--- config.mk ---
export PLATFORM = sky130hd
export DESIGN_NAME = dma_copy_flat
export DESIGN_NICKNAME = d
export VERILOG_FILES = /design/src/rtl/dma_copy_if.sv /design/src/rtl/dma_copy.sv /design/src/flat_wrapper.sv
export SDC_FILE = /design/constraint.sdc
export NUM_CORES = 1
export LEC_CHECK = 0
export CAP_MARGIN = 30
export CORE_ASPECT_RATIO = 1.25
export CORE_MARGIN = 3
export CORE_UTILIZATION = 46
export DETAILED_ROUTE_END_ITERATION = 16
export GPL_TIMING_DRIVEN = 0
export PLACE_DENSITY_LB_ADDON = 0.15
export SYNTH_ARGS = -nofsm -noshare
export SYNTH_HDL_FRONTEND = slang
export SYNTH_SLANG_ARGS = --single-unit
--- constraint.sdc ---
create_clock -name clk -period 3.2 [get_ports clk]
set_input_delay 0.48 -clock clk [delete_from_list [all_inputs] [get_ports clk]]
set_output_delay 0.48 -clock clk [all_outputs]
set_load 0.05 [all_outputs]
--- src/rtl/dma_copy_if.sv ---
// Control, status and memory-port signals of the byte-copy DMA.
// The slave modport is the DMA side; the master modport is the requester/memory side.
interface dma_copy_if #(
  parameter int DW = 8
);
   logic          start;
   logic [7:0]    src;
   logic [7:0]    dst;
   logic [5:0]    len;
   logic          abort;
   logic [DW-1:0] rd;
   logic [7:0]    ad;
   logic [DW-1:0] wd;
   logic          mw;
   logic          mr;
   logic          busy;
   logic          done;
   logic          err;
   logic [5:0]    count;

   modport slave (
      input  start, src, dst, len, abort, rd,
      output ad, wd, mw, mr, busy, done, err, count
   );

   modport master (
      output start, src, dst, len, abort, rd,
      input  ad, wd, mw, mr, busy, done, err, count
   );
endinterface

--- src/rtl/dma_copy.sv ---
// Byte-at-a-time memory-to-memory copy engine: one read cycle and one write cycle per byte,
// ascending addresses, with range checking, abort and a one-cycle completion pulse.
module dma_copy #(
   parameter int DEPTH = 32,
   parameter int DW    = 8
) (
   input logic       clk,
   input logic       rst_n,
   dma_copy_if.slave bus
);

   typedef enum logic [1:0] {S_IDLE, S_RD, S_WR, S_FIN} state_t;

   typedef struct packed {
      logic [7:0] src;
      logic [7:0] dst;
      logic [5:0] len;
   } req_t;

   state_t        state, state_nxt;
   req_t          req_q, req_nxt;
   logic [5:0]    count_q, count_nxt;
   logic          err_q, err_nxt;
   logic [DW-1:0] data_q, data_nxt;

   logic [8:0]    src_end, dst_end;
   logic          range_bad;
   logic [5:0]    count_inc;
   logic          last_byte;

   // Nine-bit sums so an 8-bit address plus the length cannot wrap past the limit.
   assign src_end   = {1'b0, bus.src} + {3'b000, bus.len};
   assign dst_end   = {1'b0, bus.dst} + {3'b000, bus.len};
   assign range_bad = (src_end > 9'(DEPTH)) || (dst_end > 9'(DEPTH));
   assign count_inc = count_q + 6'd1;
   assign last_byte = (count_inc == req_q.len);

   always_ff @(posedge clk or negedge rst_n) begin
      if (!rst_n) begin
         state   <= S_IDLE;
         req_q   <= '0;
         count_q <= '0;
         err_q   <= 1'b0;
         data_q  <= '0;
      end else begin
         state   <= state_nxt;
         req_q   <= req_nxt;
         count_q <= count_nxt;
         err_q   <= err_nxt;
         data_q  <= data_nxt;
      end
   end

   always_comb begin
      state_nxt = state;
      req_nxt   = req_q;
      count_nxt = count_q;
      err_nxt   = err_q;
      data_nxt  = data_q;
      case (state)
         S_IDLE: begin
            if (bus.start) begin
               req_nxt   = '{src: bus.src, dst: bus.dst, len: bus.len};
               count_nxt = '0;
               err_nxt   = range_bad;
               state_nxt = (range_bad || bus.len == 6'd0) ? S_FIN : S_RD;
            end
         end
         S_RD: begin
            if (bus.abort) begin
               state_nxt = S_IDLE;
            end else begin
               data_nxt  = bus.rd;
               state_nxt = S_WR;
            end
         end
         S_WR: begin
            // The write on this edge always commits, even when aborting.
            count_nxt = count_inc;
            if (bus.abort)      state_nxt = S_IDLE;
            else if (last_byte) state_nxt = S_FIN;
            else                state_nxt = S_RD;
         end
         S_FIN:   state_nxt = S_IDLE;
         default: state_nxt = S_IDLE;
      endcase
   end

   // Memory port and status are decoded from state so reset clears them without waiting for a clock.
   always_comb begin
      bus.ad   = '0;
      bus.wd   = '0;
      bus.mr   = 1'b0;
      bus.mw   = 1'b0;
      bus.busy = 1'b0;
      bus.done = 1'b0;
      case (state)
         S_RD: begin
            bus.ad   = req_q.src + {2'b00, count_q};
            bus.mr   = 1'b1;
            bus.busy = 1'b1;
         end
         S_WR: begin
            bus.ad   = req_q.dst + {2'b00, count_q};
            bus.wd   = data_q;
            bus.mw   = 1'b1;
            bus.busy = 1'b1;
         end
         S_FIN:   bus.done = 1'b1;
         default: ;
      endcase
   end

   assign bus.count = count_q;
   assign bus.err   = err_q;

endmodule

--- src/flat_wrapper.sv ---
// flat-port wrapper written by rule: the top's interface ports become plain ports
module dma_copy_flat 
#(
   parameter int DEPTH = 32,
   parameter int DW    = 8
)
  (clk, rst_n, bus_start, bus_src, bus_dst, bus_len, bus_abort, bus_rd, bus_ad, bus_wd, bus_mw, bus_mr, bus_busy, bus_done, bus_err, bus_count);
  dma_copy_if #(.DW(DW)) bus_i ();
  input logic clk;
  input logic rst_n;
  input wire logic [$bits(bus_i.start)-1:0] bus_start;
  input wire logic [$bits(bus_i.src)-1:0] bus_src;
  input wire logic [$bits(bus_i.dst)-1:0] bus_dst;
  input wire logic [$bits(bus_i.len)-1:0] bus_len;
  input wire logic [$bits(bus_i.abort)-1:0] bus_abort;
  input wire logic [$bits(bus_i.rd)-1:0] bus_rd;
  output wire logic [$bits(bus_i.ad)-1:0] bus_ad;
  output wire logic [$bits(bus_i.wd)-1:0] bus_wd;
  output wire logic [$bits(bus_i.mw)-1:0] bus_mw;
  output wire logic [$bits(bus_i.mr)-1:0] bus_mr;
  output wire logic [$bits(bus_i.busy)-1:0] bus_busy;
  output wire logic [$bits(bus_i.done)-1:0] bus_done;
  output wire logic [$bits(bus_i.err)-1:0] bus_err;
  output wire logic [$bits(bus_i.count)-1:0] bus_count;
  assign bus_i.start = bus_start;
  assign bus_i.src = bus_src;
  assign bus_i.dst = bus_dst;
  assign bus_i.len = bus_len;
  assign bus_i.abort = bus_abort;
  assign bus_i.rd = bus_rd;
  assign bus_ad = bus_i.ad;
  assign bus_wd = bus_i.wd;
  assign bus_mw = bus_i.mw;
  assign bus_mr = bus_i.mr;
  assign bus_busy = bus_i.busy;
  assign bus_done = bus_i.done;
  assign bus_err = bus_i.err;
  assign bus_count = bus_i.count;
  dma_copy #(.DEPTH(DEPTH), .DW(DW)) u_core (.clk(clk), .rst_n(rst_n), .bus(bus_i));
endmodule
Fig. 1: run 1, congestion heat map
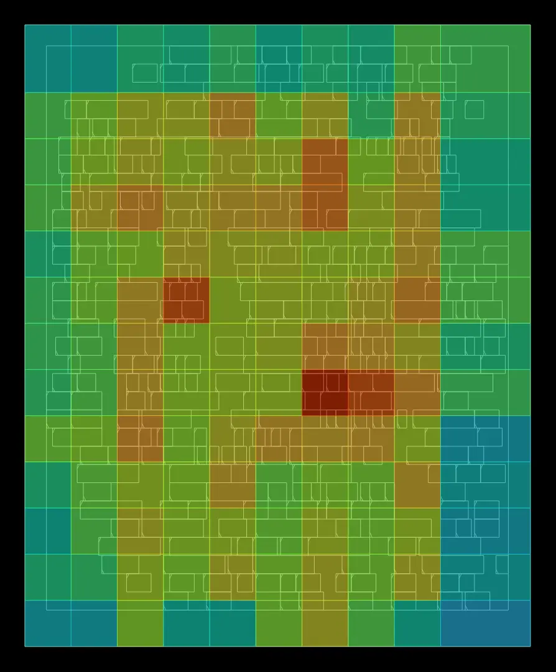
per-cell routed wire length: 16.1 µm
Layout Utilization: 63.9%
gr busiest metal: met2
met3 Use GR: 3.15%

Fig. 2: run 1, M2 wires
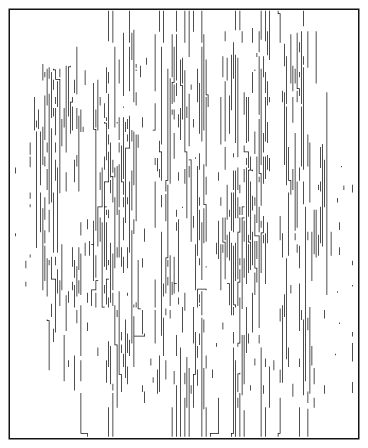
main direction: vertical
share of all routed wire: 54%
nets with wire on the layer: 361
longest straight run: 43.9 µm
routed wire length: 6.55 mm
met2 Resource Use GR: 33.1%
via count of the routed design: 2297

Fig. 3: run 1, metal 1
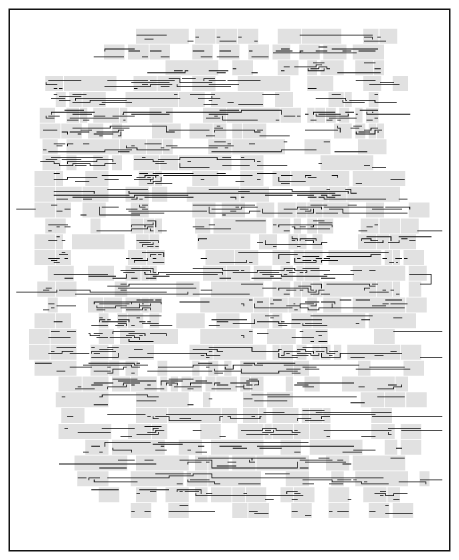
nets with wire on the layer: 364
longest straight run: 35.9 µm
wire length on this layer: 2700 µm
share of all routed wire: 41%
met1 GRT Util: 24.6%

Fig. 4: run 1, local utilization
Scale bar: 20 µm. 8 x 9 tiles, from dark blue (low) to red (high), 0 to 100% covered.
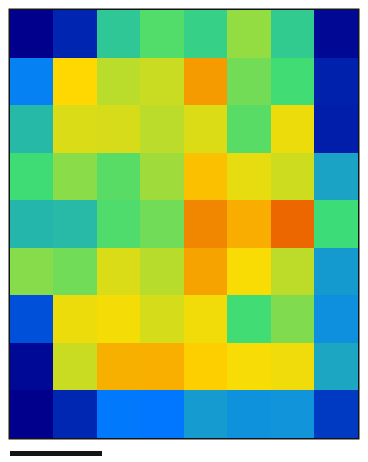
densest ninth of the die: centre
tiles over 75% full: 14%
mean over tiles: 52%
nearly empty tiles: 5.6%
fullest tile: 88%
core area: 0.00582 mm²
Floorplan Utilization: 47.8%

run 1: worst max-delay path by stage:
| stage | endpoint | startpoint |
|---|---|---|
| after global placement | bus_ad[6] | u_core.state[0] |
| after floorplan | bus_ad[6] | u_core.state[0] |
| after detailed placement | bus_ad[6] | u_core.state[0] |
| final | bus_ad[6] | u_core.state[0] |
| after global routing | bus_ad[6] | u_core.state[0] |
| after CTS | bus_ad[6] | u_core.state[0] |
run 1: cell type report:
type | instances | area, µm² | share of cell area [%]
buffer | 6 | 25.0 | 0.673
inverter | 13 | 48.8 | 1.31
clock inverter | 2 | 12.5 | 0.336
sequential | 39 | 976 | 26.2
tap | 66 | 82.6 | 2.22
multi-input combinational | 205 | 1840 | 49.5
clock buffer | 6 | 72.6 | 1.95
timing repair buffer | 69 | 661 | 17.8
run 1: cell families (layout without fill, tap and decap cells):
logic type	count (synthesis)	after routing	share of synthesized area (%)
mux	40	40	16.0
fa+ha+maj	26	26	12.5
flops	39	39	35.1
simple gates	74	74	15.3
compound gates	52	52	14.0
buf+inv	21	96	2.93
xor+xnor	13	13	4.10
run 1: metrics by stage:
step	setup slack [ps]	util, %
floorplan	-196	-
detailed placement	-871	61.0
finish	-243	63.9
global route	-354	63.9
CTS	-230	63.2
global placement	-831	61.1
run 1: registers in the layout, summed over array words and instances (netlist names):
| name | cells |
|---|---|
| u_core.bus.count | 6 |
| u_core.bus.err | 1 |
| u_core.data_q | 8 |
| u_core.req_q | 22 |
| u_core.state | 2 |
run 1: cell usage after synthesis (2+ instances only):
library cell,instances
a311oi_1,2
nor4_1,2
clkbuf_1,5
nor2_1,7
inv_1,12
and2_1,11
a21boi_0,2
a22o_1,4
xor2_1,4
dfrtp_1,39
nor2b_1,7
mux2i_1,4
nand2b_1,3
ha_1,23
fa_1,3
nand2_1,9
or4_1,2
o21ai_0,10
a211oi_1,5
o21ai_1,3
a21o_1,5
a21oi_1,9
o21ba_2,2
xnor2_1,9
buf_2,2
nor3b_1,6
nor3_1,10
or3_1,4
nand3_1,5
o2111ai_1,2
mux2_2,36
run 1: report_power, final:
part           leakage, nW  internal (mW)  switching, mW
clock network       0.0412          0.153          0.179
logic                 1.06           1.14           1.51
registers            0.471          0.722          0.147
total                 1.58           2.01           1.84
run 1: repair_timing:
action,in CTS,in global routing
setup endpoints to repair,8,6
resized,34,11
pin swaps,4,10
buffers inserted,6,3
run 1: routing by layer:
layer  wire length [µm]  vias to the layer above  GRT usage [%]
met1               2700                     1133           24.6
met2               3540                       41           33.1
met3                192                        8           3.15
li1                   -                     1115              -
met4                112                        0           5.69
met5                  0                        -              0
==> flow_summary_export.csv, run 1 <==
group,metric,value,unit
sta,fmax,290,MHz
sta,tightest_slew,870,ps
worst_setup_path,ff2ff_path_depth,8,
pwr,p_per_area,1030,mW/mm²
global_route,grt_pass1_vias,2197,
status,violations,"setup timing",
synth,ys_seq_share,35.1,%
synth,top_cells_by_area,"dfrtp_1 35%, mux2_2 15%, ha_1 10%, xnor2_1 2.8%, and2_1 2.5%",
worst_setup_path,path_delay_family,"AND-OR/OR-AND gates",
sta,layout_setup_ws,-243,ps
synth,syn_area_per_cell,10.5,µm²
sta,tns,-328,ps
layout,syn_to_final_growth,33.9,%
job,drv_cap,0,
worst_setup_path,crit_fanout,7,
layout,fin_area,0.00372,mm²
global_route,grt_max_degree,40,
synth,yosys_warnings,0,
worst_setup_path,crit_required,2720,ps
worst_setup_path,critPathLaunchType,"flip-flop",
synth,yosysUniqueCellTypes,49,
sta,finalClockPeriodUsage,108,%
route,ant_nets,0,
worst_setup_path,cpPeakStageDelay,400,ps
sta,setup_viol,2,
sta,whs,301,ps
clocking,clockBufferDepth,2,
synth,syn_inst,265,
sta,slew_violations,0,
route,drt_iter0_markers,53,
worst_setup_path,worst-path-stages,13,
global_route,grt_first_pass_wirelength,10.4,mm
worst_setup_path,path_cells,"inv_2 > ha_4 > mux2_4 > ha_4 > inv_2 > fa_2 > nor2b_2 > o21ai_2 > a21oi_2 > o21a_1 > or3_4 > a21boi_4 > buf_6",
place,dpl.hpwl,5.08,mm
worst_setup_path,slowest_stage,"dfrtp_1",
synth,synth.largest_area_cell,"dfrtp_1",
floorplan,die_h,92.9,µm
worst_setup_path,r2r_end,"u_core.req_q[4]",
layout,finalNetCount,399,
global_route,gr-total-overflow,0,
global_route,grt_antenna_before_repair,0,
sta,grt_setup_unrepaired,"true",
job,openroad.warnings,32,
synth,synth_chip_area,0.00278,mm²
synth,flop_cell,"dfrtp_1",
floorplan,die_w,75.5,µm
layout,layout_top_cell,"clkdlybuf4s50_1",
sta,final-hold-violation-count,0,
worst_setup_path,worstSetupEndpointType,"primary output",
sta,fin_worst_skew,4.38,ps
route,vias_per_cell,5.66,
worst_setup_path,regToRegSetupSlack,970,ps
route,drt_pass1_iterations,4,
synth,syn_area,0.00278,mm²
clocking,clk_pin_slew,80,ps
clocking,tritoncts,"yes",
clocking,cts-root-buf,"clkbuf_8",
floorplan,row_count,31,
clocking,clock_latency,290,ps
pwr,p_total,3.85,mW
synth,yosysCellCount,265,
clocking,numCtsBuffers,5,
place,port_buffers,60,
layout,nFillCells,502,
sta,period_needed,3440,ps
route,drc,0,
pwr,leakage,1.58,nW
clocking,h-tree-depth,2,
worst_hold_path,hold_path.class,"primary input to asynchronous set/reset pin",
worst_setup_path,path_buffers,3,
floorplan,num_io_pins,61,
place,gp_congestion,0.791,
synth,synth-edff-count,0,
synth,synth_nets,325,
clocking,ctsHoldBuffers,0,
layout,fin_cells,406,
pwr,vdd_ir_drop_max,0.000413,V
clocking,clock_sinks,39,
global_route,track_usage,19.4,%
synth,top_area_share,35.1,%
sta,max_slew_margin,42.0,%
status,status,"finished with violations",
synth,ys_async_sr_fraction,100,%
worst_setup_path,worstSetupPathType,"flip-flop to primary output",
## Run 2: what changed since run 1
- CTS_CLUSTER_DIAMETER: unset -> 60
==> flow_summary_export.csv, run 2 <==
group,metric,value,unit
synth,synth.largest_area_cell,"dfrtp_1",
pwr,comb_power_share,68.8,%
synth,top_cells_by_area,"dfrtp_1 35%, mux2_2 15%, ha_1 10%, xnor2_1 2.8%, and2_1 2.5%",
sta,layout_setup_ws,-243,ps
pwr,leakage,1.58,nW
global_route,gr-total-overflow,0,
pwr,p_int,2.01,mW
route,ant_nets,0,
pwr,clockPowerShare,8.6,%
sta,fin_worst_skew,4.38,ps
floorplan,row_count,31,
worst_setup_path,path_buffers,3,
status,violations,"setup timing",
layout,top_register,"u_core.req_q",
route,drt_iter0_markers,53,
sta,setup_viol,2,
pwr,vdd_ir_drop_max,0.000413,V
pwr,switchingPower,1.84,mW
synth,yosys_warnings,0,
sta,finalClockPeriodUsage,108,%
synth,top_cells_by_count,"39 x dfrtp_1, 36 x mux2_2, 23 x ha_1, 12 x inv_1, 11 x and2_1",
sta,tightest_slew,870,ps
worst_setup_path,slowest_stage,"dfrtp_1",
place,port_buffers,60,
route,drc,0,
layout,layout_top_cell,"clkdlybuf4s50_1",
clocking,clockBufferDepth,2,
status,status,"finished with violations",
sta,grt_setup_unrepaired,"true",
layout,fin_cells,406,
synth,syn_inst,265,
clocking,cts-root-buf,"clkbuf_8",
synth,flop_cell,"dfrtp_1",
worst_setup_path,crit_required,2720,ps
synth,yosysCellCount,265,
pwr,switching_share,47.7,%
worst_setup_path,path_delay_family,"AND-OR/OR-AND gates",
layout,finalNetCount,399,
==> run 2: cell counts after synthesis <==
No cell type changed its count.
==> run 2: repair_timing <==
| action | 4_1_cts | 5_1_grt |
|---|---|---|
| pin swaps | 4 | 10 |
| endpoints found under the setup margin | 8 | 6 |
| setup buffers | 6 | 3 |
| gates resized | 34 | 11 |
==> run 2: metal layers <==
metal	GRT usage, %	vias up	part of all wire [%]
met5	0	-	0
met2	33.1	41	54
li1	-	1115	-
met4	5.69	0	1.7
met3	3.15	8	2.9
met1	24.6	1133	41
==> run 2: path summary, 6_finish.rpt <==
check	end	slack, ps	depth (start not counted)
setup / recovery	bus_ad[6]	-240	13
hold reg to reg	u_core.data_q[7]	500	1
setup reg to reg	u_core.req_q[4]	970	8
max in group asynchronous	u_core.req_q[13]	2350	1
hold / removal	u_core.data_q[7]	300	1
min in group clk	u_core.data_q[7]	500	1
==> run 2: power by group through the flow <==
| stage | Sequential, mW | Combinational [mW] | Clock, mW |
|---|---|---|---|
| 6_report | 0.869 | 2.65 | 0.331 |
| 4_1_cts | 0.867 | 2.59 | 0.337 |
| 2_1_floorplan | 0.911 | 1.81 | 0 |
| 3_3_place_gp | 0.870 | 2.50 | 0 |
| 3_5_place_dp | 0.882 | 2.53 | 0 |
| 5_1_grt | 0.901 | 2.86 | 0.354 |
==> run 2: cells by family (layout without fill, tap and decap cells) <==
logic type | Yosys count | after routing | share of synthesized area [%]
AND/OR/NAND/NOR | 74 | 74 | 15.3
AND-OR/OR-AND | 52 | 52 | 14.0
multiplexers | 40 | 40 | 16.0
flip-flops | 39 | 39 | 35.1
adder cells (fa/ha/maj) | 26 | 26 | 12.5
buffers and inverters | 21 | 96 | 2.93
XOR/XNOR | 13 | 13 | 4.10
==> run 2: layout make-up <==
cell class                      count  area [µm²]  share of cell area, %
Inverter                           13        48.8                   1.31
Timing Repair Buffer               69         661                   17.8
Tap cell                           66        82.6                   2.22
Multi-Input combinational cell    205        1840                   49.5
Clock inverter                      2        12.5                  0.336
Clock buffer                        6        72.6                   1.95
Buffer                              6        25.0                  0.673
Sequential cell                    39         976                   26.2
==> run 2: stage by stage <==
step	power [mW]	setup WS, ps	area, µm²
2_1_floorplan	2.72	-196	2870
3_3_place_gp	3.37	-831	3550
3_5_place_dp	3.42	-871	3550
4_1_cts	3.80	-230	3680
5_1_grt	4.11	-354	3720
6_report	3.85	-243	3720
==> run 2: worst reg2reg max path, stage by stage (launching register included) <==
cell and delay (ps):
dfrtp_1 380, inv_2 60, buf_4 130, buf_4 120, ha_1 180, clkbuf_1 170
nand2_1 240, buf_1 440, mux2_2 400
Fig. 5: run 2, metal 1
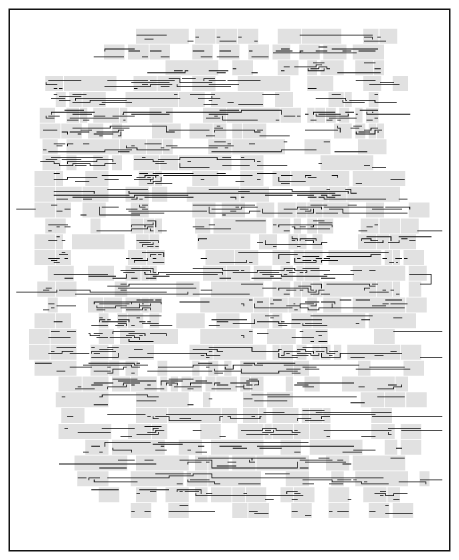

Fig. 6: run 2, local utilization
Scale bar: 20 µm. 8 x 9 tiles, from dark blue (low) to red (high), 0 to 100% covered.
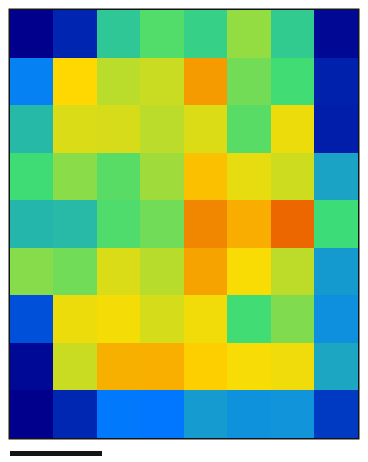
fullest tile: 88%
mean over tiles: 52%
tiles over 75% full: 14%

Fig. 7: run 2, M2 wires
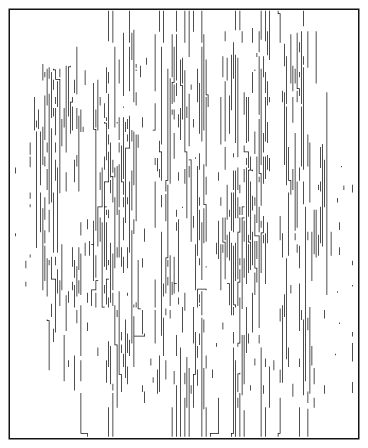
main direction: vertical
longest straight run: 43.9 µm
share of all routed wire: 54%
nets with wire on the layer: 361
wire length on this layer: 3540 µm

Power is estimated from default activity; no workload was simulated.
